==> src/rtl/dec_pkg.sv <==
// Shared definitions for the N-to-2^N scanning decoder.
//   MODE_*  : encodings of the 2-bit mode input (2'b11 is reserved and decodes as direct)
//   clog2() : counter width helper, never returns less than 1 so that
//             degenerate parameter values still give a legal vector width
package dec_pkg;

  localparam logic [1:0] MODE_DIRECT = 2'b00;
  localparam logic [1:0] MODE_SCAN   = 2'b01;
  localparam logic [1:0] MODE_PULSE  = 2'b10;

  // Bits needed to hold values 0..value-1 (minimum 1).
  function automatic int unsigned clog2(input int unsigned value);
    int unsigned width;
    width = 1;
    for (int unsigned k = 1; k < 32; k++) begin
      if ((32'd1 << k) < value) width = k + 1;
    end
    return width;
  endfunction

endpackage

==> src/rtl/dec_onehot.sv <==
// Combinational N-to-2^N one-hot decoder, no enable.
//   sel    [N-1:0]    : index to decode
//   onehot [2**N-1:0] : bit k is 1 exactly when sel == k
module dec_onehot #(
  parameter int unsigned N = 4
) (
  input  logic [N-1:0]    sel,
  output logic [2**N-1:0] onehot
);

  always_comb begin
    onehot = '0;
    for (int unsigned k = 0; k < 2**N; k++) begin
      onehot[k] = (sel == N'(k));
    end
  end

endmodule

==> src/rtl/dec_scan_nto2n.sv <==
// Registered N-to-2^N one-hot decoder with direct, auto-scan and one-shot pulse modes.
//   clk, rst : clock and synchronous active-high reset
//   en       : global enable; low forces o inactive and freezes all counters
//   mode     : 00 direct, 01 scan, 10 pulse, 11 treated as direct
//   i        : select index for direct mode and pulse capture
//   load     : pulse-mode trigger
//   o        : registered one-hot output (inverted when ACTIVE_LOW)
//   idx      : index currently active, 0 when nothing is active
//   wrap     : one-cycle strobe when the scan index rolls over to 0
//   busy     : pulse in progress
module dec_scan_nto2n
  import dec_pkg::*;
#(
  parameter int unsigned N          = 4,
  parameter int unsigned SCAN_DIV   = 4,
  parameter int unsigned PULSE_LEN  = 3,
  parameter bit          ACTIVE_LOW = 1'b0
) (
  input  logic            clk,
  input  logic            rst,
  input  logic            en,
  input  logic [1:0]      mode,
  input  logic [N-1:0]    i,
  input  logic            load,
  output logic [2**N-1:0] o,
  output logic [N-1:0]    idx,
  output logic            wrap,
  output logic            busy
);

  localparam int unsigned W  = 2**N;
  localparam int unsigned PW = clog2(SCAN_DIV);
  localparam int unsigned CW = clog2(PULSE_LEN + 1);

  logic [1:0]    mode_q;
  logic [N-1:0]  scan_idx_q, scan_idx_d;
  logic [PW-1:0] presc_q, presc_d;
  logic [CW-1:0] cnt_q, cnt_d;
  logic [N-1:0]  cap_q, cap_d;
  logic          busy_q, busy_d;
  logic          wrap_q, wrap_d;
  logic [N-1:0]  idx_q, idx_d;
  logic [W-1:0]  o_q, o_d;

  logic          mode_chg;
  logic          active_d;
  logic [N-1:0]  sel_d;
  logic [W-1:0]  onehot;

  dec_onehot #(
    .N (N)
  ) u_onehot (
    .sel    (sel_d),
    .onehot (onehot)
  );

  assign mode_chg = (mode != mode_q);

  always_comb begin
    scan_idx_d = scan_idx_q;
    presc_d    = presc_q;
    cnt_d      = cnt_q;
    cap_d      = cap_q;
    busy_d     = busy_q;
    wrap_d     = 1'b0;
    active_d   = 1'b0;
    sel_d      = i;

    // A mode change restarts scanning and aborts a pulse, even while disabled.
    if (mode_chg) begin
      scan_idx_d = '0;
      presc_d    = '0;
      cnt_d      = '0;
      busy_d     = 1'b0;
    end

    if (en) begin
      if (mode == MODE_SCAN) begin
        // The entry edge shows index 0 and counts as its first prescaler cycle.
        if (!mode_chg) begin
          if (presc_q == PW'(SCAN_DIV - 1)) begin
            presc_d    = '0;
            scan_idx_d = scan_idx_q + N'(1);
            wrap_d     = &scan_idx_q;
          end else begin
            presc_d = presc_q + PW'(1);
          end
        end
        sel_d    = scan_idx_d;
        active_d = 1'b1;
      end else if (mode == MODE_PULSE) begin
        // Load on the entry edge is dropped: the mode change wins.
        if (!mode_chg) begin
          if (busy_q) begin
            // cnt_q counts cycles already shown; stop once PULSE_LEN have been shown.
            if (cnt_q == CW'(PULSE_LEN)) begin
              busy_d = 1'b0;
              cnt_d  = '0;
            end else begin
              cnt_d    = cnt_q + CW'(1);
              sel_d    = cap_q;
              active_d = 1'b1;
            end
          end else if (load) begin
            busy_d   = 1'b1;
            cnt_d    = CW'(1);
            cap_d    = i;
            sel_d    = i;
            active_d = 1'b1;
          end
        end
      end else begin
        sel_d    = i;
        active_d = 1'b1;
      end
    end

    idx_d = active_d ? sel_d : '0;
    o_d   = (active_d ? onehot : '0) ^ {W{ACTIVE_LOW}};
  end

  always_ff @(posedge clk) begin
    if (rst) begin
      mode_q     <= MODE_DIRECT;
      scan_idx_q <= '0;
      presc_q    <= '0;
      cnt_q      <= '0;
      cap_q      <= '0;
      busy_q     <= 1'b0;
      wrap_q     <= 1'b0;
      idx_q      <= '0;
      o_q        <= {W{ACTIVE_LOW}};
    end else begin
      mode_q     <= mode;
      scan_idx_q <= scan_idx_d;
      presc_q    <= presc_d;
      cnt_q      <= cnt_d;
      cap_q      <= cap_d;
      busy_q     <= busy_d;
      wrap_q     <= wrap_d;
      idx_q      <= idx_d;
      o_q        <= o_d;
    end
  end

  assign o    = o_q;
  assign idx  = idx_q;
  assign wrap = wrap_q;
  assign busy = busy_q;

endmodule
==> config.mk <==
export PLATFORM = sky130hd
export DESIGN_NAME = dec_scan_nto2n
export DESIGN_NICKNAME = d
export VERILOG_FILES = /design/src/rtl/dec_pkg.sv /design/src/rtl/dec_onehot.sv /design/src/rtl/dec_scan_nto2n.sv
export SDC_FILE = /design/constraint.sdc
export NUM_CORES = 1
export LEC_CHECK = 0
export CAP_MARGIN = 20
export CORE_MARGIN = 5
export CORE_UTILIZATION = 30
export DETAILED_ROUTE_END_ITERATION = 8
export PLACE_DENSITY = 0.49
export SETUP_SLACK_MARGIN = 0.05
export SYNTH_ARGS = -nofsm -noshare
export SYNTH_HDL_FRONTEND = slang
export SYNTH_SLANG_ARGS = --single-unit
==> constraint.sdc <==
create_clock -name clk -period 1.6 [get_ports clk]
set_input_delay 0.24 -clock clk [delete_from_list [all_inputs] [get_ports clk]]
set_output_delay 0.24 -clock clk [all_outputs]
set_load 0.03 [all_outputs]
==> run_1/io_fan.png <==
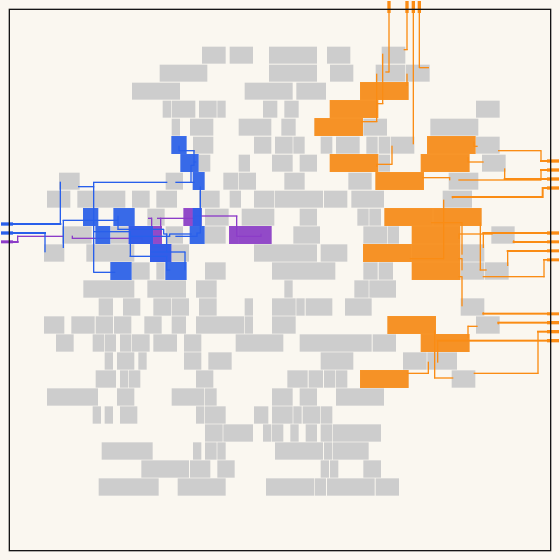
legend:
  `o`:
    colour: orange
    bits: 16
    direction: output
    edge: 12 right, 4 top
    end_cells: 16
    buffers: 16
    wire: 283 µm
  `en`:
    colour: purple
    bits: 1
    direction: input
    edge: left
    end_cells: 7
    buffers: 2
    wire: 49.6 µm
  `mode`:
    colour: blue
    bits: 2
    direction: input
    edge: left
    end_cells: 12
    buffers: 4
    wire: 133 µm
# IOs: 32
port bufs: 31

==> run_1/placement_by_type.png <==
Bar = 20 µm.
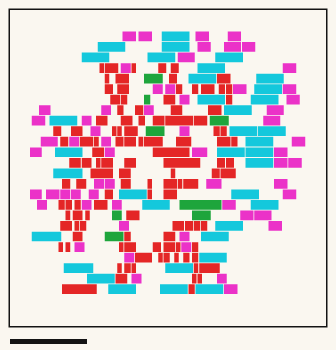
legend:
  other buffers and delay cells:
    colour: magenta
    cells: 60
  clock drivers and dummy loads:
    colour: green
    cells: 8
  combinational and other logic:
    colour: red
    cells: 114
  flops:
    colour: cyan
    cells: 36
design area: 0.00231 mm²
CORE AREA: 0.00504 mm²
FP Rows: 26
Final Util: 45.9%
fraction of area in registers: 31.3%

==> run_1/metal_density.png <==
Bar = 20 µm. The die is cut into 16 by 16 equal tiles; dark purple is low, yellow is high, scaled to the fullest tile. Values are wire area over tile area, all layers added.
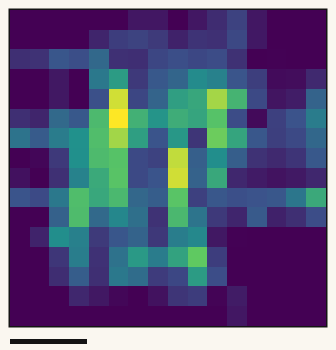
tiles over half the peak: 15%
fullest tile: 0.39
nearly empty tiles: 30%
mean over tiles: 0.087
GRT Util Overall: 11.4%
WL/cell: 12.6 µm
overall routed net length: 3630 µm
Vias: 1,353

==> run summary, run 1 <==
status - complete, but fails checks
violated checks - negative setup slack
vias per std cell - 4.70
CTS tree - built
First-pass DRT Iterations - 4
CP arrival - 1.99 ns
Pins Over Slew Limit - 0
Fillers - 499
count of final hold-check violations - 0
Root Driver - clkbuf_8
Post-synth top cells - dfxtp_1, nor2_1, nor3_1, nand2_1, a21oi_1
Worst setup EP type - register
Post-Synthesis Cells - 156
Leak Pwr - 0.961 nW
Setup-failing EPs final - 19
CP startpoint kind - register
die area - 0.00666 mm²
Synth Warn # - 0
routability cong. - 0.830
main flop type after synthesis - dfxtp_1
final non-filler cell total - 288
cts hold-fix bufs - 0
worst-path fanout max - 8
Fmax - 0.553 GHz
fin worst setup slack - -0.208 ns
Cells after DPL - 276
GRT Residual Overflow - 0
ys async rst share - 0%
## run 1: through the flow
stage / setup WS, ns / setup TNS [ns] / total power, mW
3_5_place_dp: -0.539 / -12.07 / 1.14
5_1_grt: -0.307 / -4.99 / 2.02
4_1_cts: -0.220 / -2.93 / 1.96
3_3_place_gp: -0.533 / -11.12 / 1.14
2_1_floorplan: -0.0963 / -0.795 / 1.04
6_report: -0.208 / -3.01 / 1.93
## run 1: critical path, cell delays in order, from the launching register on
cell,delay [ns]
dfxtp_2,0.34
ha_4,0.16
and4bb_4,0.34
a21oi_2,0.06
nand2b_4,0.17
a221o_2,0.42
and3_1,0.20
## run 1: cell usage in the layout (no fill, tap or decap), types with 2 or more instances in the layout
master	instances
nand2_1	11
inv_1	2
and3_1	4
dlygate4sd2_1	3
xnor2_1	2
nor2b_1	5
nor2_2	3
a211o_1	3
nor2_1	13
nand3_1	3
a221oi_4	2
nand4b_1	3
dfxtp_1	33
xor2_1	5
o21ai_0	2
nor3_1	11
clkbuf_8	5
a21oi_1	7
dfxtp_2	3
mux2i_1	5
dlymetal6s2s_1	6
nor3_2	6
buf_6	2
a221o_2	2
a32oi_1	2
clkdlybuf4s50_1	22
buf_4	27
## run 1: what timing repair did
item                                    in CTS  in global routing
pin swaps                                    9                  8
endpoints found under the setup margin      24                 29
resized                                     17                 11
cloned                                       0                  0
buffers inserted                             0                  4
## run 1: report_power, final
group	internal, mW	switching (mW)
sequential	0.909	0.00616
combinational	0.109	0.117
clock	0.461	0.331
total	1.48	0.454
## run 1: path summary, 6_finish.rpt
check	from	to	depth (start not counted)	slack, ns
min	mode[1]	mode_q[1]$_SDFF_PP0_	2	0.43
min reg2reg	presc_q[1]$_SDFF_PP0_	presc_q[1]$_SDFF_PP0_	2	0.48
max	cnt_q[0]$_SDFF_PP0_	o[14]$_SDFF_PP0_	6	-0.21
max reg2reg	cnt_q[0]$_SDFF_PP0_	o[14]$_SDFF_PP0_	6	-0.21
## run 1: metal layers
metal	vias to the layer above	global-route usage (%)	part of all wire [%]
li1	683	-	-
met1	628	14.1	45
met2	35	18.2	47
met3	7	3.62	5.6
met4	0	4.82	1.9
met5	-	0	0
## run 1: registers in the layout (all words and copies together) (netlist names)
signal,cells
wrap,1
cap_q,4
mode_q,2
presc_q,2
idx,4
scan_idx_q,4
o,16
cnt_q,2
busy,1
## run 1: logic make-up (layout without fill, tap and decap cells)
family	count (synthesis)	in the layout	share of synthesized area, %
AND/OR/NAND/NOR	72	72	25.9
XOR/XNOR	7	7	3.98
AND-OR/OR-AND	25	25	14.1
adder cells (fa/ha/maj)	3	3	2.44
flip-flops	36	36	46.8
buffers and inverters	8	70	3.50
multiplexers	5	5	3.25
## run 1: area by class of cell
| class | instances | area [µm²] | share of cell area (%) |
|---|---|---|---|
| clock buffer | 5 | 68.8 | 2.98 |
| sequential | 36 | 724 | 31.3 |
| timing repair buffer | 60 | 547 | 23.6 |
| clock inverter | 3 | 42.5 | 1.84 |
| tap | 70 | 87.6 | 3.79 |
| multi-input combinational | 112 | 835 | 36.1 |
| inverter | 2 | 7.51 | 0.325 |
==> run_1/congestion.png <==
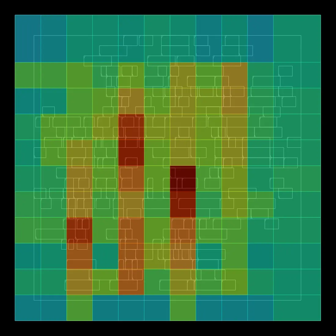

==> inputs of run 2 (changes only) <==
Settings changed: CAP_MARGIN 20 to 10, PLACE_DENSITY 0.49 to 0.48, SETUP_SLACK_MARGIN 0.05 to default, SYNTH_HIERARCHICAL from default to 1.
==> run_2/congestion.png <==
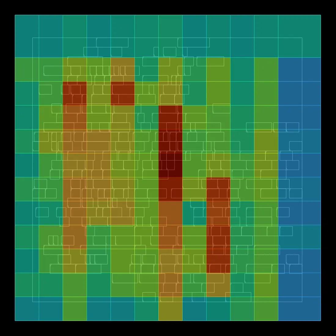
WL/cell: 13.8 µm
GR Util met2: 21.6%
grt met3 use: 3.01%

==> run_2/io_fan.png <==
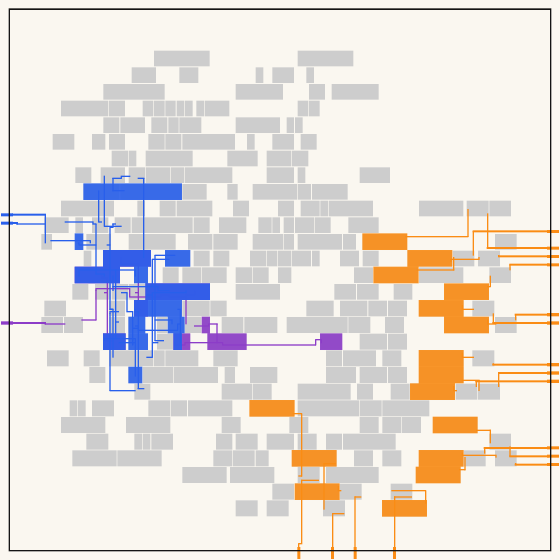
legend:
  `mode`:
    colour: blue
    bits: 2
    direction: input
    edge: left
    end_cells: 17
    buffers: 13
    wire: 259 µm
  `en`:
    colour: purple
    bits: 1
    direction: input
    edge: left
    end_cells: 11
    buffers: 4
    wire: 97.6 µm
  `o`:
    colour: orange
    bits: 16
    direction: output
    edge: 12 right, 4 bottom
    end_cells: 16
    buffers: 16
    wire: 248 µm

==> run 2 against run 1 <==
The run still ends with negative setup slack left. Utilization grew 4.2 points. Combinational power grew about 80%. Cell area grew 28%. Sequential cell count is the same. First-iteration DRC count grew 33%. Clock skew is essentially flat. Area after synthesis grew 19%. Clock power shrank 16%. Maximum frequency shrank 3.4%. Critical endpoint is now o[6]$_SDFF_PP0_. Highest routed layer unchanged.
==> run summary, run 2 <==
Reg-to-Reg End - o[6]$_SDFF_PP0_
Fillers - 521 (+4.4%)
net switching power - 0.510 mW (+12%)
Worst setup EP type - register
Setup-failing EPs final - 24 (+5)
r2r setup slk - -0.27 ns (-0.06 ns)
Top cells excl fill/tap - buf_4, dfxtp_1, clkdlybuf4s50_1
overall routed net length - 4550 µm (+25%)
max FFs per register - 16 (unchanged)
port bufs - 31 (unchanged)
status - complete, but fails checks
violated checks - negative setup slack
Pins Over Slew Limit - 0 (unchanged)
setup_tns - -4.37 ns (-1.36 ns)
Vias - 1,506 (+11%)
main flop type after synthesis - dfxtp_1
die area - 0.00777 mm² (+17%)
worst hold stages - 4 (+2)
CORE AREA - 0.00592 mm² (+17%)
vias per std cell - 4.56 (-2.9%)
First-pass DRT Iterations - 4 (unchanged)
CP arrival - 2.06 ns (+0.07 ns)
count of final hold-check violations - 0 (unchanged)
routability cong. - 0.818 (-1.4%)
Reg-to-Reg Start - cnt_q[0]$_SDFF_PP0_
min-delay src - mode[1]
Fmax - 0.534 GHz (-3.4%)
fin worst setup slack - -0.272 ns (-0.0642 ns)
Synth Warn # - 6 (+6)
CTS tree - built
GRT Residual Overflow - 0 (unchanged)
[run 2: worst max-delay path by stage]
stage,startpoint,endpoint,depth (start not counted)
after CTS,cnt_q[0]$_SDFF_PP0_,o[1]$_SDFF_PP0_,7
after global placement,mode[1],o[8]$_SDFF_PP0_,7
after detailed placement,mode[1],o[8]$_SDFF_PP0_,7
after floorplan,cnt_q[0]$_SDFF_PP0_,o[1]$_SDFF_PP0_,7
after global routing,cnt_q[0]$_SDFF_PP0_,o[1]$_SDFF_PP0_,7
final,cnt_q[0]$_SDFF_PP0_,o[6]$_SDFF_PP0_,7
[run 2: metal layers]
metal | share of wire [%] | track usage [%] | up-vias
met3 | 5.5 | 3.01 | 4
met2 | 50 | 21.6 | 37
met1 | 44 | 15.5 | 692
met4 | 1.0 | 3.71 | 0
met5 | 0 | 0 | -
li1 | - | - | 773
[run 2: cell families after synthesis]
family	after synthesis	share of synthesized area, %
AOI/OAI and AO/OA	18	7.44
xor gates and xnor gates	7	4.16
adders and majority gates	3	2.05
buffers and inverters	15	5.60
DFF	36	39.3
muxes	9	4.98
and+or+nand+nor	82	36.5
[run 2: critical path: stages, from the launching register on]
cell and delay [ns]:
dfxtp_2 0.34, ha_4 0.16, and4bb_4 0.35, a21boi_2 0.09
a221o_1 0.32, buf_8 0.16, and4bb_2 0.22, and2_4 0.13
[run 2: final cells by class]
| type | count | area, µm² | area share (%) |
|---|---|---|---|
| clock buffer | 6 | 82.6 | 2.78 |
| multi-input combinational | 120 | 1190 | 40.0 |
| timing repair buffer | 87 | 843 | 28.4 |
| sequential | 36 | 734 | 24.8 |
| inverter | 4 | 15.0 | 0.506 |
| clock inverter | 2 | 10.0 | 0.337 |
| tap | 75 | 93.8 | 3.16 |
[run 2: what timing repair did]
item,CTS,global route
pin swaps,8,5
cloned,3,0
buffers inserted,11,4
gates resized,33,13
setup endpoints to repair,33,23
[run 2: per-stage QoR]
stage	setup slack (ns)	utilization, %
finish	-0.272	50.1
detailed placement	-0.731	42.5
global route	-0.338	50.1
floorplan	-0.227	-
CTS	-0.298	49.3
global placement	-0.680	42.5
[run 2: power groups by stage]
stage | Sequential, mW | Combinational [mW] | Clock (mW)
detailed placement | 0.934 | 0.310 | 0
CTS | 0.915 | 0.390 | 0.686
global route | 0.914 | 0.434 | 0.729
floorplan | 0.953 | 0.162 | 0
global placement | 0.934 | 0.306 | 0
finish | 0.913 | 0.406 | 0.665
==> inputs of run 3 (changes only) <==
Settings changed: CAP_MARGIN 10 to 20, CTS_BUF_LIST from default to sky130_fd_sc_hd__clkbuf_2 sky130_fd_sc_hd__clkbuf_4 sky130_fd_sc_hd__clkbuf_8, HOLD_SLACK_MARGIN from default to 0.03.
==> run_3/io_fan.png <==
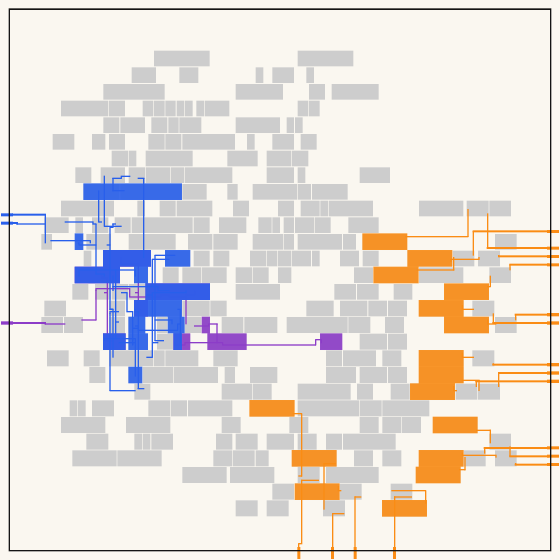

==> run_3/placement_by_type.png <==
Bar = 20 µm.
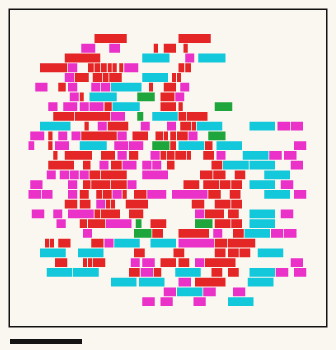
fraction of area in registers: 24.8%
Final Util: 50.1%
FP Rows: 28
design area: 0.00297 mm²
CORE AREA: 0.00592 mm²

==> run 3 against run 2 <==
Largest cell class unchanged. Non-clock buffer count unchanged. The flow still finishes with violations (negative setup slack). Via count unchanged. Maximum frequency unchanged. Largest power group unchanged. Critical endpoint unchanged.
==> run summary, run 3 <==
Worst setup EP type - register
violated checks - negative setup slack
First-pass DRT Iterations - 4 (unchanged)
Reg-to-Reg Start - cnt_q[0]$_SDFF_PP0_
die area - 0.00777 mm² (unchanged)
Fmax - 0.534 GHz (unchanged)
main flop type after synthesis - dfxtp_1
r2r setup slk - -0.27 ns (about the same)
Reg-to-Reg End - o[6]$_SDFF_PP0_
WP buf/inv - 1 (unchanged)
Setup-failing EPs final - 24 (unchanged)
CP max stage cell - and4bb_4
CP Launch Point - cnt_q[0]$_SDFF_PP0_
WL/cell - 13.8 µm (unchanged)
status - complete, but fails checks
count of final hold-check violations - 0 (unchanged)
routability cong. - 0.818 (unchanged)
min-delay src - mode[1]
CTS tree - built
port bufs - 31 (unchanged)
fin worst setup slack - -0.272 ns (unchanged)
vias per std cell - 4.56 (unchanged)
Vias - 1,506 (unchanged)
Pins Over Slew Limit - 0 (unchanged)
Crit path largest cell delay - 0.35 ns (about the same)
## run 3: cell counts after synthesis
Identical to the previous run, type by type.
## run 3: power breakdown
part | switching [mW] | internal (mW)
logic | 0.183 | 0.224
registers | 0.00599 | 0.907
clock network | 0.321 | 0.343
## run 3: final cells by class
cell class | instances | area (µm²)
Multi-Input combinational cell | 120 | 1190
Sequential cell | 36 | 734
Inverter | 4 | 15.0
Clock buffer | 6 | 82.6
Timing Repair Buffer | 87 | 843
Fill cell | 521 | 2950
Tap cell | 75 | 93.8
Clock inverter | 2 | 10.0
## run 3: metrics by stage
| stage | setup WS (ns) | total power, mW | hold slack [ns] | utilization, % |
|---|---|---|---|---|
| 5_1_grt | -0.338 | 2.08 | 0.519 | 50.1 |
| 6_report | -0.272 | 1.98 | 0.498 | 50.1 |
| 3_3_place_gp | -0.680 | 1.24 | 0.475 | 42.5 |
| 3_5_place_dp | -0.731 | 1.24 | 0.489 | 42.5 |
| 2_1_floorplan | -0.227 | 1.11 | 0.387 | - |
| 4_1_cts | -0.298 | 1.99 | 0.498 | 49.3 |
## run 3: how the worst max path moves through the flow
stage,endpoint,cells after the start
floorplan,o[1]$_SDFF_PP0_,7
global placement,o[8]$_SDFF_PP0_,7
detailed placement,o[8]$_SDFF_PP0_,7
CTS,o[1]$_SDFF_PP0_,7
global route,o[1]$_SDFF_PP0_,7
finish,o[6]$_SDFF_PP0_,7
## run 3: routing by layer
metal | part of all wire [%] | GRT usage [%]
met5 | 0 | 0
met4 | 1.0 | 3.71
met3 | 5.5 | 3.01
met2 | 50 | 21.6
met1 | 44 | 15.5
## run 3: cells by family (layout without fill, tap and decap cells)
logic type / Yosys count / count (layout) / share of synthesized area [%]
AOI/OAI and AO/OA: 18 / 19 / 7.44
and+or+nand+nor: 82 / 82 / 36.5
adders and majority gates: 3 / 3 / 2.05
DFF: 36 / 36 / 39.3
muxes: 9 / 9 / 4.98
xor gates and xnor gates: 7 / 7 / 4.16
buffers and inverters: 15 / 99 / 5.60
## run 3: what timing repair did
item | in CTS | in global routing
gates resized | 33 | 13
pin swaps | 8 | 5
gates cloned | 3 | 0
endpoints found under the setup margin | 33 | 23
buffers inserted | 11 | 4
## run 3: worst reg2reg max path: stages (launching register included)
cell      delay (ns)
dfxtp_2         0.34
ha_4            0.16
and4bb_4        0.35
a21boi_2        0.09
a221o_1         0.32
buf_8           0.16
and4bb_2        0.22
and2_4          0.13
Power is estimated from default activity; no workload was simulated.
